$ cat config.mk
export PLATFORM = sky130hd
export DESIGN_NAME = prm_edge_scan_seq
export DESIGN_NICKNAME = d
export VERILOG_FILES = /design/src/rtl/prm_edge_scan_seq.sv
export SDC_FILE = /design/constraint.sdc
export NUM_CORES = 1
export LEC_CHECK = 0
export ABC_AREA = 1
export CAP_MARGIN = 20
export CORE_AREA = 2 2 156 158
export CTS_CLUSTER_DIAMETER = 40
export CTS_CLUSTER_SIZE = 30
export DETAILED_ROUTE_END_ITERATION = 12
export DIE_AREA = 0 0 158 160
export DONT_BUFFER_PORTS = 1
export PLACE_DENSITY_LB_ADDON = 0.08
export SLEW_MARGIN = 20
export SYNTH_ARGS = -nofsm -noshare
export SYNTH_HDL_FRONTEND = slang
export SYNTH_SLANG_ARGS = --single-unit
$ cat constraint.sdc
create_clock -name CLK -period 2.8 [get_ports CLK]
set_input_delay 0.56 -clock CLK [delete_from_list [all_inputs] [get_ports CLK]]
set_output_delay 0.56 -clock CLK [all_outputs]
set_load 0.1 [all_outputs]
$ cat src/rtl/prm_edge_scan_seq.sv
// Scan sequencer for the PRM obstacle-logic checker: sweeps codes into the checker,
// packs the returned edge_mask bits LSB-first into words and streams them out.
module prm_edge_scan_seq #(
    parameter int CODE_W = 15,
    parameter int WORD_W = 32,
    parameter int CNT_W  = 16
) (
    input  logic              CLK,
    input  logic              RST_n,
    input  logic              start,
    input  logic [CODE_W-1:0] code_base,
    input  logic [CNT_W-1:0]  code_count,
    output logic [CODE_W-1:0] chk_code,
    input  logic              chk_mask,
    output logic              out_valid,
    input  logic              out_ready,
    output logic [WORD_W-1:0] out_data,
    output logic              out_last,
    output logic              busy,
    output logic              done,
    output logic [CNT_W-1:0]  hit_count,
    output logic [1:0]        fsm_state
);

    // Stream handshake: a word transfers on a rising CLK edge where out_valid && out_ready;
    // out_data/out_last are held stable while out_valid && !out_ready.

    localparam int PTR_W = $clog2(WORD_W);

    typedef enum logic [1:0] {
        IDLE  = 2'd0,
        ISSUE = 2'd1,
        DRAIN = 2'd2,
        DONE  = 2'd3
    } state_t;

    state_t            state, next_state;
    logic [CNT_W-1:0]  count_q;
    logic [CNT_W-1:0]  idx;
    logic [PTR_W-1:0]  ptr;
    logic [WORD_W-1:0] pack;
    logic [WORD_W-1:0] new_word;
    logic              last_code;
    logic              word_done;
    logic              accept;
    logic              stall;
    logic              advance;
    logic              load;

    assign fsm_state = state;

    always_comb begin
        new_word      = pack;
        new_word[ptr] = chk_mask;
        last_code     = (idx == (count_q - CNT_W'(1)));
        word_done     = (ptr == PTR_W'(WORD_W - 1)) || last_code;
        accept        = out_valid && out_ready;
        // A completed word with nowhere to go freezes the sweep on the current code.
        stall         = word_done && out_valid && !out_ready;
        advance       = (state == ISSUE) && !stall;
        load          = advance && word_done;
    end

    always_comb begin
        next_state = state;
        case (state)
            IDLE: begin
                if (start) begin
                    next_state = (code_count == '0) ? DONE : ISSUE;
                end
            end
            ISSUE: begin
                if (advance && last_code) begin
                    next_state = DRAIN;
                end
            end
            DRAIN: begin
                if (accept && out_last) begin
                    next_state = DONE;
                end
            end
            DONE: begin
                next_state = IDLE;
            end
            default: begin
                next_state = IDLE;
            end
        endcase
    end

    always_ff @(posedge CLK or negedge RST_n) begin
        if (!RST_n) begin
            state <= IDLE;
        end else begin
            state <= next_state;
        end
    end

    always_ff @(posedge CLK or negedge RST_n) begin
        if (!RST_n) begin
            count_q   <= '0;
            idx       <= '0;
            ptr       <= '0;
            pack      <= '0;
            chk_code  <= '0;
            hit_count <= '0;
            busy      <= 1'b0;
            done      <= 1'b0;
            out_valid <= 1'b0;
            out_data  <= '0;
            out_last  <= 1'b0;
        end else begin
            done <= (state == DONE);

            if (state == IDLE && start) begin
                count_q   <= code_count;
                idx       <= '0;
                ptr       <= '0;
                pack      <= '0;
                hit_count <= '0;
                busy      <= 1'b1;
                if (code_count != '0) begin
                    chk_code <= code_base;
                end
            end

            if (state == DONE) begin
                busy <= 1'b0;
            end

            if (advance) begin
                idx      <= idx + CNT_W'(1);
                chk_code <= chk_code + CODE_W'(1);
                if (chk_mask && (hit_count != {CNT_W{1'b1}})) begin
                    hit_count <= hit_count + CNT_W'(1);
                end
                if (word_done) begin
                    ptr  <= '0;
                    pack <= '0;
                end else begin
                    ptr  <= ptr + PTR_W'(1);
                    pack <= new_word;
                end
            end

            if (load) begin
                out_data  <= new_word;
                out_last  <= last_code;
                out_valid <= 1'b1;
            end else if (accept) begin
                out_valid <= 1'b0;
            end
        end
    end

endmodule

==> flow_summary_export.csv <==
group,metric,value,unit
outcome,status,"complete, but fails checks",
outcome,violations,"hold timing",
floorplan,die-height,160,µm
route,drcViolationCount,0,
layout,seq_share,37.19,%
setup_path,cpPeakStageDelay,0.45,ns
layout,n_all_buffers,50,
layout,buffer_area_share,4.716,%
sta,slew_viol_final,0,
setup_path,slowest_stage,"dfrtp_1",
synthesis,ys_seq_share,42.54,%
layout,post_route_cells_drive_above_1_share,8.846,%
layout,mostFrequentLayoutCell,"nand2_1",
grt,grt_use_met3,3.799,%
grt,grt_busiest_layer,"met2",
placement,place_congestion,0.8131,
grt,grtUsageMet2,30.10,%
setup_path,cp_max_fo,40,
synthesis,dominantRegCellSynth,"dfrtp_1",
power,p_sw_share,25.13,%
grt,antenna_found_initial,0,
sta,relSlewSlack,34.16,%
run,drv_cap,0,
layout,layout_top_cells,"nand2_1 (421), dfrtp_1 (138), nand3_1 (99)",
power,intPower,3.185,mW
sta,period_minus_slack,2.426,ns
synthesis,ys_sh_mux,0,%
synthesis,simple_gate_share,37.32,%
placement,place_area,8695,µm²
run,warning_count,37,
layout,clkCellAreaFrac,6.184,%
synthesis,edf_count,0,
power,pwr-share-comb,0.5,%
grt,grt_pass1_vias,6962,
grt,use_met1,26.49,%
layout,clkbuf_count,17,
floorplan,die-area,25280,µm²
layout,combAreaFraction,44.21,%
power,p_leak,4.749,nW
setup_path,crit_path_end_kind,"flop",
power,p_switching,1.069,mW
placement,portBuffers,0,
route,wl_met2,10890,µm
clocking,clk_pin_slew_worst_paths,0.07,ns
grt,grt_max_degree,139,
sta,hold_viol,138,
synthesis,postSynthCellCount,1130,
sta,fmax,412.2,MHz
route,detail-route-antenna-nets,0,
layout,finalInstanceArea,9286,µm²
synthesis,topCombFamilyByArea,"simple AND/OR/NAND/NOR gates",
floorplan,coreArea,23820,µm²
placement,detailed_place_hpwl,14880,µm
setup_path,path_cells,"nor2_1, nand2_1, nor2_1, nand2_1, nand2_1, nand2_1, nand2_1, inv_1, nand2_1, nor2_1, nand2_1, nand3_4, nand2_2, buf_12, nand2_1, nand2_1, nand2_1",
setup_path,path_class,"reg -> reg",
layout,final-seq-area,3453,µm²
synthesis,xor_area_share,3.237,%
route,drt_pass1_iterations,5,
route,highest_layer,"met4",
floorplan,rows,57,
power,vdd_drop_max,344.9,µV
layout,fin_util,38.99,%
power,power_frac_clock,52.7,%
setup_path,critPathLaunchType,"flop",
layout,nNetsFinal,1190,
layout,inv_count,82,
sta,whs,-0.1704,ns
route,wire_per_inst,15.61,µm
clocking,cts-root-buf,"clkbuf_16",
synthesis,ys_area,8118,µm²
sta,fin_tns_setup,0,ns
sta,tightest_slew,0.9876,ns
synthesis,yosysWarnings,0,
floorplan,nWellTaps,324,
clocking,cts_buffers,17,
setup_path,path_delay_family,"simple AND/OR/NAND/NOR gates",
clocking,cts.sinks,138,
clocking,clockBufferDepth,2,
route,drt_iter0_markers,500,
sta,rsz0062_at_grt,"false",
synthesis,yosysUniqueCellTypes,36,
synthesis,fa_ha_area_share,2.158,%
synthesis,synth_area,8118,µm²
synthesis,syn_nets,1180,
setup_path,cp.required,3.12,ns
layout,logic_gates,851,
clocking,cts_tree,"built",
synthesis,synth-seq-cells,138,
setup_path,arrival,2.75,ns
clocking,htreeDepth,4,
route,wl_met1,10990,µm
layout,area.combinational,4105,µm²
layout,num-fill-cells,2504,
synthesis,synth.avg_cell_area,7.184,µm²
grt,grt_usage,18.90,%
setup_path,crit_top_cell,"nand2_1",
setup_path,critical_path_buf_inv_count,2,
grt,grt_overflow,0,
sta,fin_ws,0.3737,ns
placement,dp_cells,1445,
sta,fin_skew,0.01513,ns
synthesis,yosysCellCount,1130,
layout,seq_cells,138,
grt,grt_pass1_wl,38240,µm
power,power.total,4.254,mW
clocking,clock_latency,0.43,ns
route,viasPerCell,4.972,
layout,instances_no_fill,1477,
min_path,worstHoldPathType,"in -> async",
layout,dominant-cell-class,"combinational gates",
clocking,post_cts_buffers,0,
layout,area_growth,14.40,%
placement,pre_cts_slack,0.2188,ns
floorplan,num_io_pins,105,
floorplan,core_util_floorplan,34.08,%
power,powerDensity,458.0,nW/µm²
layout,antenna_cells,0,
floorplan,die_x,158,µm
power,power.share.sequential,46.8,%
sta,setup_viol,0,
synthesis,synthAoiAreaFrac,7.506,%
sta,finalClockPeriodUsage,86.65,%
synthesis,async_reset_ff_share,100.0,%
route,wl_met3,952,µm
## repair_timing
action / 4_1_cts / 5_1_grt
resized: 0 / 6
hold endpoints to repair: 138 / 138
setup endpoints to repair: 0 / 52
## cell usage after synthesis (5+ instances only)
library cell | n | area [µm²]
nand2_1 | 423 | 1588
dfrtp_1 | 138 | 3453
nand3_1 | 99 | 495.5
nand4_1 | 81 | 506.7
inv_1 | 78 | 292.8
nor2_1 | 60 | 225.2
o21ai_0 | 58 | 290.3
clkbuf_1 | 30 | 112.6
a21oi_1 | 19 | 95.09
buf_2 | 19 | 95.09
xor2_1 | 17 | 148.9
a31oi_1 | 14 | 87.58
ha_1 | 14 | 175.2
xnor2_1 | 13 | 113.9
o31ai_1 | 10 | 75.07
nor3_1 | 7 | 35.03
nand3b_1 | 6 | 45.04
buf_4 | 5 | 37.54
nor4_1 | 5 | 31.28
o21ai_1 | 5 | 25.02
## worst paths after layout
check	startpoint	slack [ns]	cells past startpoint	endpoint
setup reg to reg	count_q[8]	0.37	17	chk_code[6]
min in group CLK	code_count[13]	0.25	2	count_q[13]
max in group asynchronous	RST_n	2.74	0	ptr[0]
hold / removal	RST_n	-0.17	0	chk_code[10]
setup / recovery	count_q[8]	0.37	17	chk_code[6]
hold reg to reg	count_q[15]	0.51	2	count_q[15]
## sequential cells by signal (all words and copies together) (netlist names)
signal and flops:
idx 16, fsm_state 2, out_data 32, hit_count 16, ptr 5, busy 1, chk_code 15, out_last 1
pack 32, done 1, out_valid 1, count_q 16
## power by group through the flow
stage | clock (mW) | sequential, mW | combinational, mW
finish | 2.24 | 1.99 | 0.0208
global route | 2.40 | 1.99 | 0.0230
CTS | 2.31 | 1.99 | 0.0210
detailed placement | 0 | 2.03 | 0.0211
global placement | 0 | 2.03 | 0.0209
floorplan | 0 | 2.03 | 0.0132
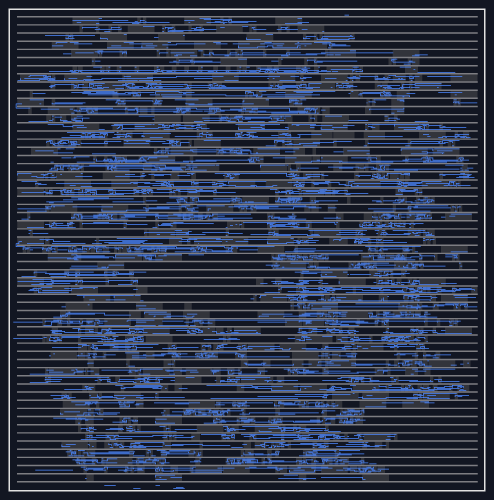
layer_met1.png
Drawn at 3 px/µm. Supply wires on this layer in grey. Cells faint in the background.
share of all routed wire: 48%
nets with wire on the layer: 1,108
WL final: 23,060 µm
DR vias: 7,344

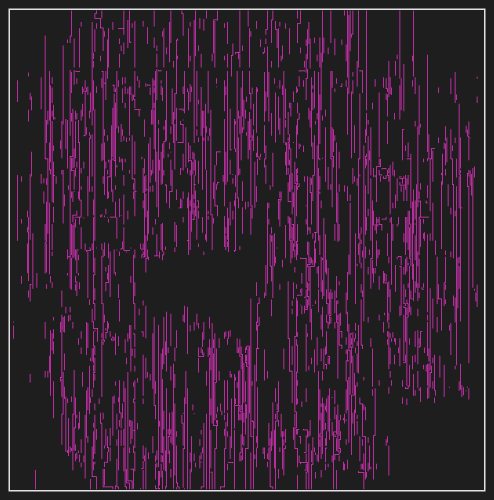
layer_met2.png
Drawn at 3 px/µm.
longest straight run: 59.5 µm
main direction: vertical
nets with wire on the layer: 849
wire length on this layer: 10,900 µm

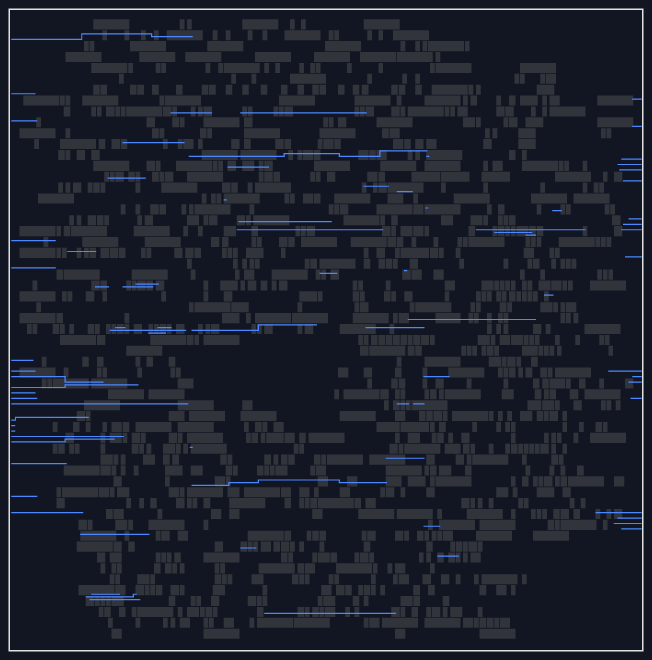
layer_met3.png
Drawn at 4 px/µm. Cells faint in the background.
longest straight run: 43.9 µm
wire length on this layer: 953 µm
main direction: horizontal
share of all routed wire: 4.1%
nets with wire on the layer: 63

No activity file was given, so power comes from the tool's default toggle rates.
